## config.mk

```make
export PLATFORM = sky130hd
export DESIGN_NAME = multi_timer
export DESIGN_NICKNAME = d
export VERILOG_FILES = /design/src/rtl/multi_timer.sv
export SDC_FILE = /design/constraint.sdc
export NUM_CORES = 1
export LEC_CHECK = 0
export CORE_MARGIN = 2
export CORE_UTILIZATION = 30
export DETAILED_ROUTE_END_ITERATION = 12
export GPL_TIMING_DRIVEN = 0
export PLACE_DENSITY = 0.55
export SLEW_MARGIN = 0
export SYNTH_ARGS = -nofsm -noshare
export SYNTH_HDL_FRONTEND = slang
export SYNTH_SLANG_ARGS = --single-unit
```

## constraint.sdc

```tcl
create_clock -name clk -period 4.1 [get_ports clk]
set_input_delay 0.82 -clock clk [delete_from_list [all_inputs] [get_ports clk]]
set_output_delay 0.82 -clock clk [all_outputs]
set_load 0.05 [all_outputs]
```

## src/rtl/multi_timer.sv

```systemverilog
// Multi-channel down-counting timer with shared prescaler and IRQ logic.
// Register-mapped config; per-channel periodic or one-shot expiry pulses.
module multi_timer #(
  parameter int NCH = 4,
  parameter int CW  = 16,
  parameter int DW  = 16,
  parameter int AW  = 5
) (
  input  logic           clk,
  input  logic           rst_n,
  input  logic           write,
  input  logic           read,
  input  logic [AW-1:0]  addr,
  input  logic [DW-1:0]  wdata,
  output logic [DW-1:0]  rdata,
  output logic [NCH-1:0] tout,
  output logic           irq
);

  logic [CW-1:0] pre_q, pre_d;
  logic [CW-1:0] pcnt_q, pcnt_d;
  logic [NCH-1:0] stat_q, stat_d;
  logic [NCH-1:0] en_q, en_d;
  logic [NCH-1:0] start_q, start_d;
  logic [NCH-1:0] mode_q, mode_d;
  logic [NCH-1:0] tsel_q, tsel_d;
  logic [NCH-1:0] tout_q;
  logic           irq_q, irq_d;
  logic [NCH-1:0][CW-1:0] load_q, load_d;
  logic [NCH-1:0][CW-1:0] cnt_q, cnt_d;

  logic           pre_tick;
  logic           pre_we, stat_we, en_we;
  logic [NCH-1:0] tick, cfg_we, load_we, reload, expire;
  logic [NCH-1:0] w1c;

  assign pre_tick = (pcnt_q == pre_q);
  assign pre_we   = write && (addr == AW'(0));
  assign stat_we  = write && (addr == AW'(1));
  assign en_we    = write && (addr == AW'(2));
  assign w1c      = stat_we ? wdata[NCH-1:0] : '0;

  always_comb begin
    cfg_we  = '0;
    load_we = '0;
    tick    = '0;
    reload  = '0;
    for (int k = 0; k < NCH; k++) begin
      cfg_we[k]  = write && (addr == AW'(4 + 4*k));
      load_we[k] = write && (addr == AW'(5 + 4*k));
      tick[k]    = tsel_q[k] ? pre_tick : 1'b1;
      // CLR or a START rising edge both restart from LOAD
      reload[k]  = cfg_we[k] &&
                   (wdata[7] || (wdata[0] && !start_q[k]));
    end
  end

  always_comb begin
    pre_d  = pre_q;
    pcnt_d = pre_tick ? '0 : pcnt_q + CW'(1);
    if (pre_we) begin
      pre_d  = wdata[CW-1:0];
      pcnt_d = '0;
    end
    en_d    = en_we ? wdata[NCH-1:0] : en_q;
    start_d = start_q;
    mode_d  = mode_q;
    tsel_d  = tsel_q;
    load_d  = load_q;
    cnt_d   = cnt_q;
    expire  = '0;
    for (int k = 0; k < NCH; k++) begin
      if (start_q[k] && tick[k] && !reload[k]) begin
        if (cnt_q[k] != '0) begin
          cnt_d[k] = cnt_q[k] - CW'(1);
        end else begin
          expire[k] = 1'b1;
          if (mode_q[k]) start_d[k] = 1'b0;
          else           cnt_d[k]   = load_q[k];
        end
      end
      if (cfg_we[k]) begin
        start_d[k] = wdata[0];
        mode_d[k]  = wdata[1];
        tsel_d[k]  = wdata[2];
      end
      if (reload[k])  cnt_d[k]  = load_q[k];
      if (load_we[k]) load_d[k] = wdata[CW-1:0];
    end
    // a fresh expiry beats a same-cycle clear
    stat_d = (stat_q & ~w1c) | expire;
    irq_d  = |(stat_d & en_d);
  end

  always_comb begin
    rdata = '0;
    if (read) begin
      case (addr)
        AW'(0):  rdata = DW'(pre_q);
        AW'(1):  rdata = DW'(stat_q);
        AW'(2):  rdata = DW'(en_q);
        default: rdata = '0;
      endcase
      for (int k = 0; k < NCH; k++) begin
        if (addr == AW'(4 + 4*k))
          rdata = DW'({tsel_q[k], mode_q[k], start_q[k]});
        if (addr == AW'(5 + 4*k))
          rdata = DW'(load_q[k]);
        if (addr == AW'(6 + 4*k))
          rdata = DW'(cnt_q[k]);
      end
    end
  end

  always_ff @(posedge clk) begin
    if (!rst_n) begin
      pre_q   <= '0;
      pcnt_q  <= '0;
      stat_q  <= '0;
      en_q    <= '0;
      start_q <= '0;
      mode_q  <= '0;
      tsel_q  <= '0;
      load_q  <= '0;
      cnt_q   <= '0;
      tout_q  <= '0;
      irq_q   <= 1'b0;
    end else begin
      pre_q   <= pre_d;
      pcnt_q  <= pcnt_d;
      stat_q  <= stat_d;
      en_q    <= en_d;
      start_q <= start_d;
      mode_q  <= mode_d;
      tsel_q  <= tsel_d;
      load_q  <= load_d;
      cnt_q   <= cnt_d;
      tout_q  <= expire;
      irq_q   <= irq_d;
    end
  end

  assign tout = tout_q;
  assign irq  = irq_q;

endmodule

```

### Pin placement, run 1

Pins as bars across the die edge, other pins in grey.
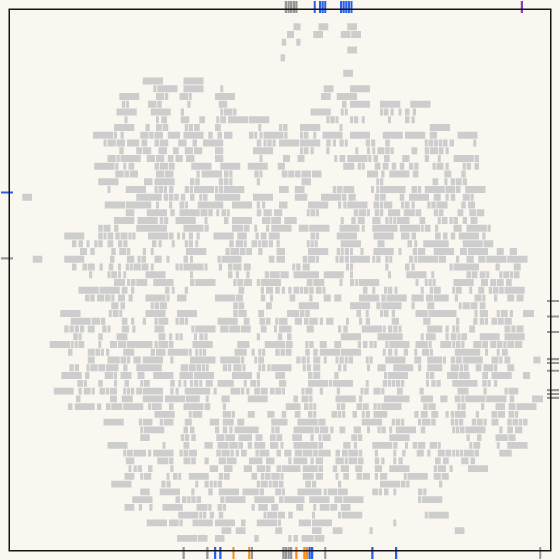
Key: wdata = blue [pins 16, direction input, edge 9 north, 6 south, 1 west]; addr = orange [pins 5, direction input, edge south]; clk = purple [pins 1, direction input, edge north]
die height: 189 microns
Die W: 189 microns
# port buffers: 41

### Placement view, run 1

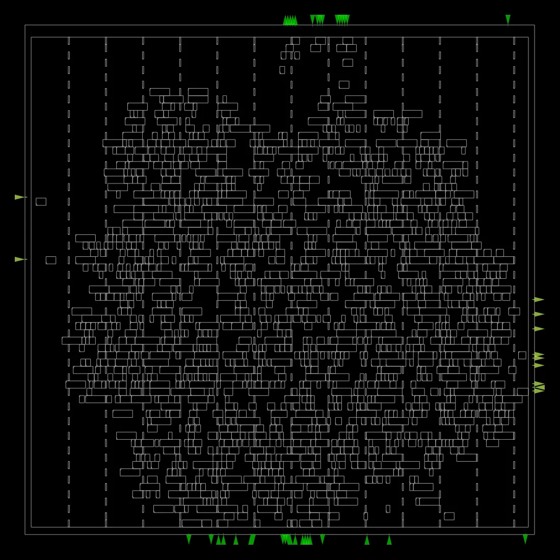
number of fill cells: 3603
fin cells: 1918

### Placement density heat map, run 1

The die is cut into 19 by 19 equal tiles; white is low, dark blue is high, 0 to 100% covered.
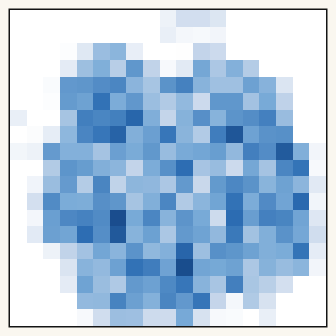
3.3% of the tiles are over 75% full. The emptiest ninth of the die: north-east. The fullest tile reaches 88%.
Util after Layout: 36.3%
core area: 33700 sq um

==> impl_metrics.yaml, run 1 <==
# yosys + openroad results
power:
  powerComb_mw: 0.488
  seqPwrFrac_pct: 45.7
  seq-power_mw: 1.83
  p_int_mw: 2.83
  swShare_pct: 29.3
place:
  place_area_sq_um: 11300
  dp.cells: 1877
global_route:
  grt_pass1_wl_microns: 62600
  grt_start_max_net_pins: 18
  use_met1_pct: 29.9
  grt_pass1_vias: 10100
  top_usage_layer: "met2"
  overflow: 0
sta:
  hold_viol_final: 0
  final.setup.worst_slack_ns: 0.220
  slew_violations: 0
  setup_viol: 0
  min_period_over_period_pct: 94.6
layout:
  syn_to_final_growth_pct: 18.4
  flops: 185
  register_area_sq_um: 3700
  sh_comb_area_pct: 51.2
  num-nonclk-inverters: 41
  layout-drive-gt1-share_pct: 10.4
  n_all_buffers: 156
floorplanning:
  ios: 46
clock_tree:
  cts_resized: 171
  postCtsSetupBuffers: 5
  cts_hold_buffers: 0
critical_path:
  r2r_end: "cnt_q[45]$_SDFFE_PN0P_"
  cp.required_ns: 3.28
  cp.arrival_ns: 3.06
  critPathLaunch: "addr[3]"
  end_kind: "output port"
  critPathBufInv: 3
  cpPeakStageDelay_ns: 0.57
  reg2reg_from: "cnt_q[38]$_SDFFE_PN0P_"
  critPathTopFamily: "AND-OR/OR-AND gates"
routing:
  postRouteAntennaNets: 0
  drt_first_iter_violations: 1142
  highest_layer: "met4"
  route.detailed.drc: 0
  wire_per_inst_microns: 21.9
yosys:
  mux_area_share_pct: 2.08
  ys_area_sq_um: 10300
  synth.avg_cell_area_sq_um: 7.44
  top_logic_kind: "AND-OR/OR-AND gates"
  ys_sh_simple_pct: 25.6
  ys_ff: 185
  synthAdderAreaFrac_pct: 1.09
job:
  warnings: 32
  drv_cap: 0
outcome:
  status: "finished clean"
==> run 2, diff against run 1 <==
--- a/config.mk
+++ b/config.mk
@@ -10,6 +10,7 @@
 export DETAILED_ROUTE_END_ITERATION = 12
 export GPL_TIMING_DRIVEN = 0
 export PLACE_DENSITY = 0.55
+export SETUP_SLACK_MARGIN = 0.15
 export SLEW_MARGIN = 0
 export SYNTH_ARGS = -nofsm -noshare
 export SYNTH_HDL_FRONTEND = slang
### Clock wires, drivers and flops, run 2

Scale bar: 50 microns.
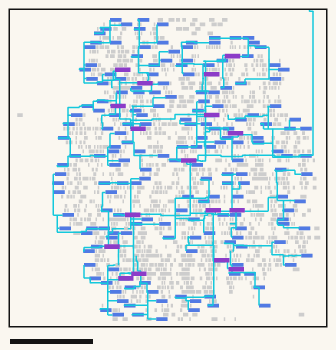
Key: clock-net drivers = purple [count 17]; clock wires = cyan [length 2670 microns]; flip-flops = blue [count 185]
There are 18 routed clock nets.
clock power share: 43.0%
clk latency late pin: 0.46 ns
Clk power: 1.75 mW
clock skew: 0.0147 ns

### Pin placement, run 2

Pins as bars across the die edge, other pins in grey.
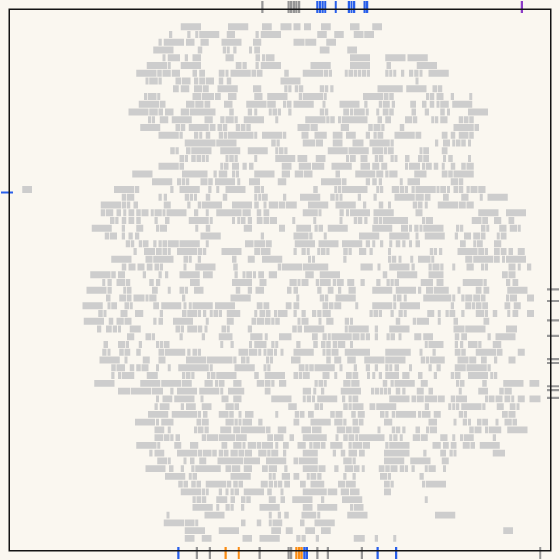
Key: addr = orange [pins 5, direction input, edge south]; wdata = blue [pins 16, direction input, edge 10 north, 5 south, 1 west]; clk = purple [pins 1, direction input, edge north]
All pins by edge: 19 south, 17 north, 9 east, 1 west.

### Placement density heat map, run 2

The die is cut into 19 by 19 equal tiles; white is low, dark blue is high, 0 to 100% covered.
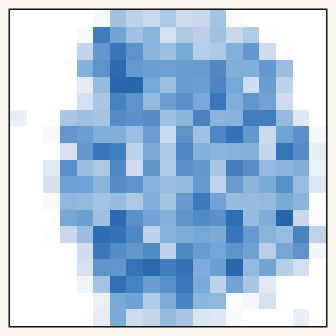
The mean over all tiles is 33%. 2.2% of the tiles are over 75% full. 27% of the tiles are nearly empty. The fullest tile reaches 79%.
FP Core Util: 30.6%
Util after Layout: 36.4%

==> run 2 against run 1 <==
Worst hold slack got worse by 0.0058 ns. Via count down 0.33%. Final area up 0.50%. First-iteration DRC count decreased by 4.8%. Critical path type unchanged. Combinational power hardly changed. Register-to-register slack about the same. Utilization up 0.18 points. Non-clock buffer count unchanged. Fmax grew 0.51%.
==> impl_metrics.yaml, run 2 <==
# yosys + openroad results
outcome:
  status: "finished clean"
floorplanning:
  core_sq_um: 33700
  die_y_microns: 189
  ios: 46
  chipWidth_microns: 189
sta:
  final.setup.worst_slack_ns: 0.239
  setup_viol: 0
  hold_viol_final: 0
  slew_violations: 0
  period_minus_slack_ns: 3.86
  min_period_over_period_pct: 94.2
global_route:
  top_usage_layer: "met2"
  use_met1_pct: 30.0
  overflow: 0
  grt_pass1_wl_microns: 64000
  grt_pass1_vias: 10400
job:
  drv_cap: 0
critical_path:
  cp.required_ns: 3.28
  r2r_setup_slack_ns: 0.71
  end_kind: "output port"
  critPathBufInv: 4
  reg2reg_from: "cnt_q[38]$_SDFFE_PN0P_"
  r2r_end: "cnt_q[45]$_SDFFE_PN0P_"
  cpPeakStageDelay_ns: 0.60
  cp.arrival_ns: 3.04
clock_tree:
  cts_hold_buffers: 0
  cts.sinks: 185
  cts_resized: 158
  postCtsSetupBuffers: 9
place:
  place_area_sq_um: 11400
  portBuffers: 41
  dp.cells: 1877
layout:
  nFillCells: 3589
  register_area_sq_um: 3700
  sh_comb_area_pct: 51.2
  syn_to_final_growth_pct: 19.0
  layout-drive-gt1-share_pct: 10.8
  flops: 185
  finalNonFillerCells: 1918
routing:
  drt_first_iter_violations: 1087
  dr.pass1.iters: 8
  wire_per_inst_microns: 22.0
  highest_layer: "met4"
  postRouteAntennaNets: 0
  route.detailed.drc: 0
power:
  seq-power_mw: 1.83
  powerComb_mw: 0.489
  swShare_pct: 28.9
  seqPwrFrac_pct: 45.0
yosys:
  top_logic_kind: "AND-OR/OR-AND gates"
  synthAdderAreaFrac_pct: 1.09
  synth.avg_cell_area_sq_um: 7.44
  ys_ff: 185
  ys_area_sq_um: 10300
  ys_sh_simple_pct: 25.6
  mux_area_share_pct: 2.08
Power figures rest on the tool's default switching activity, not on a simulated workload.
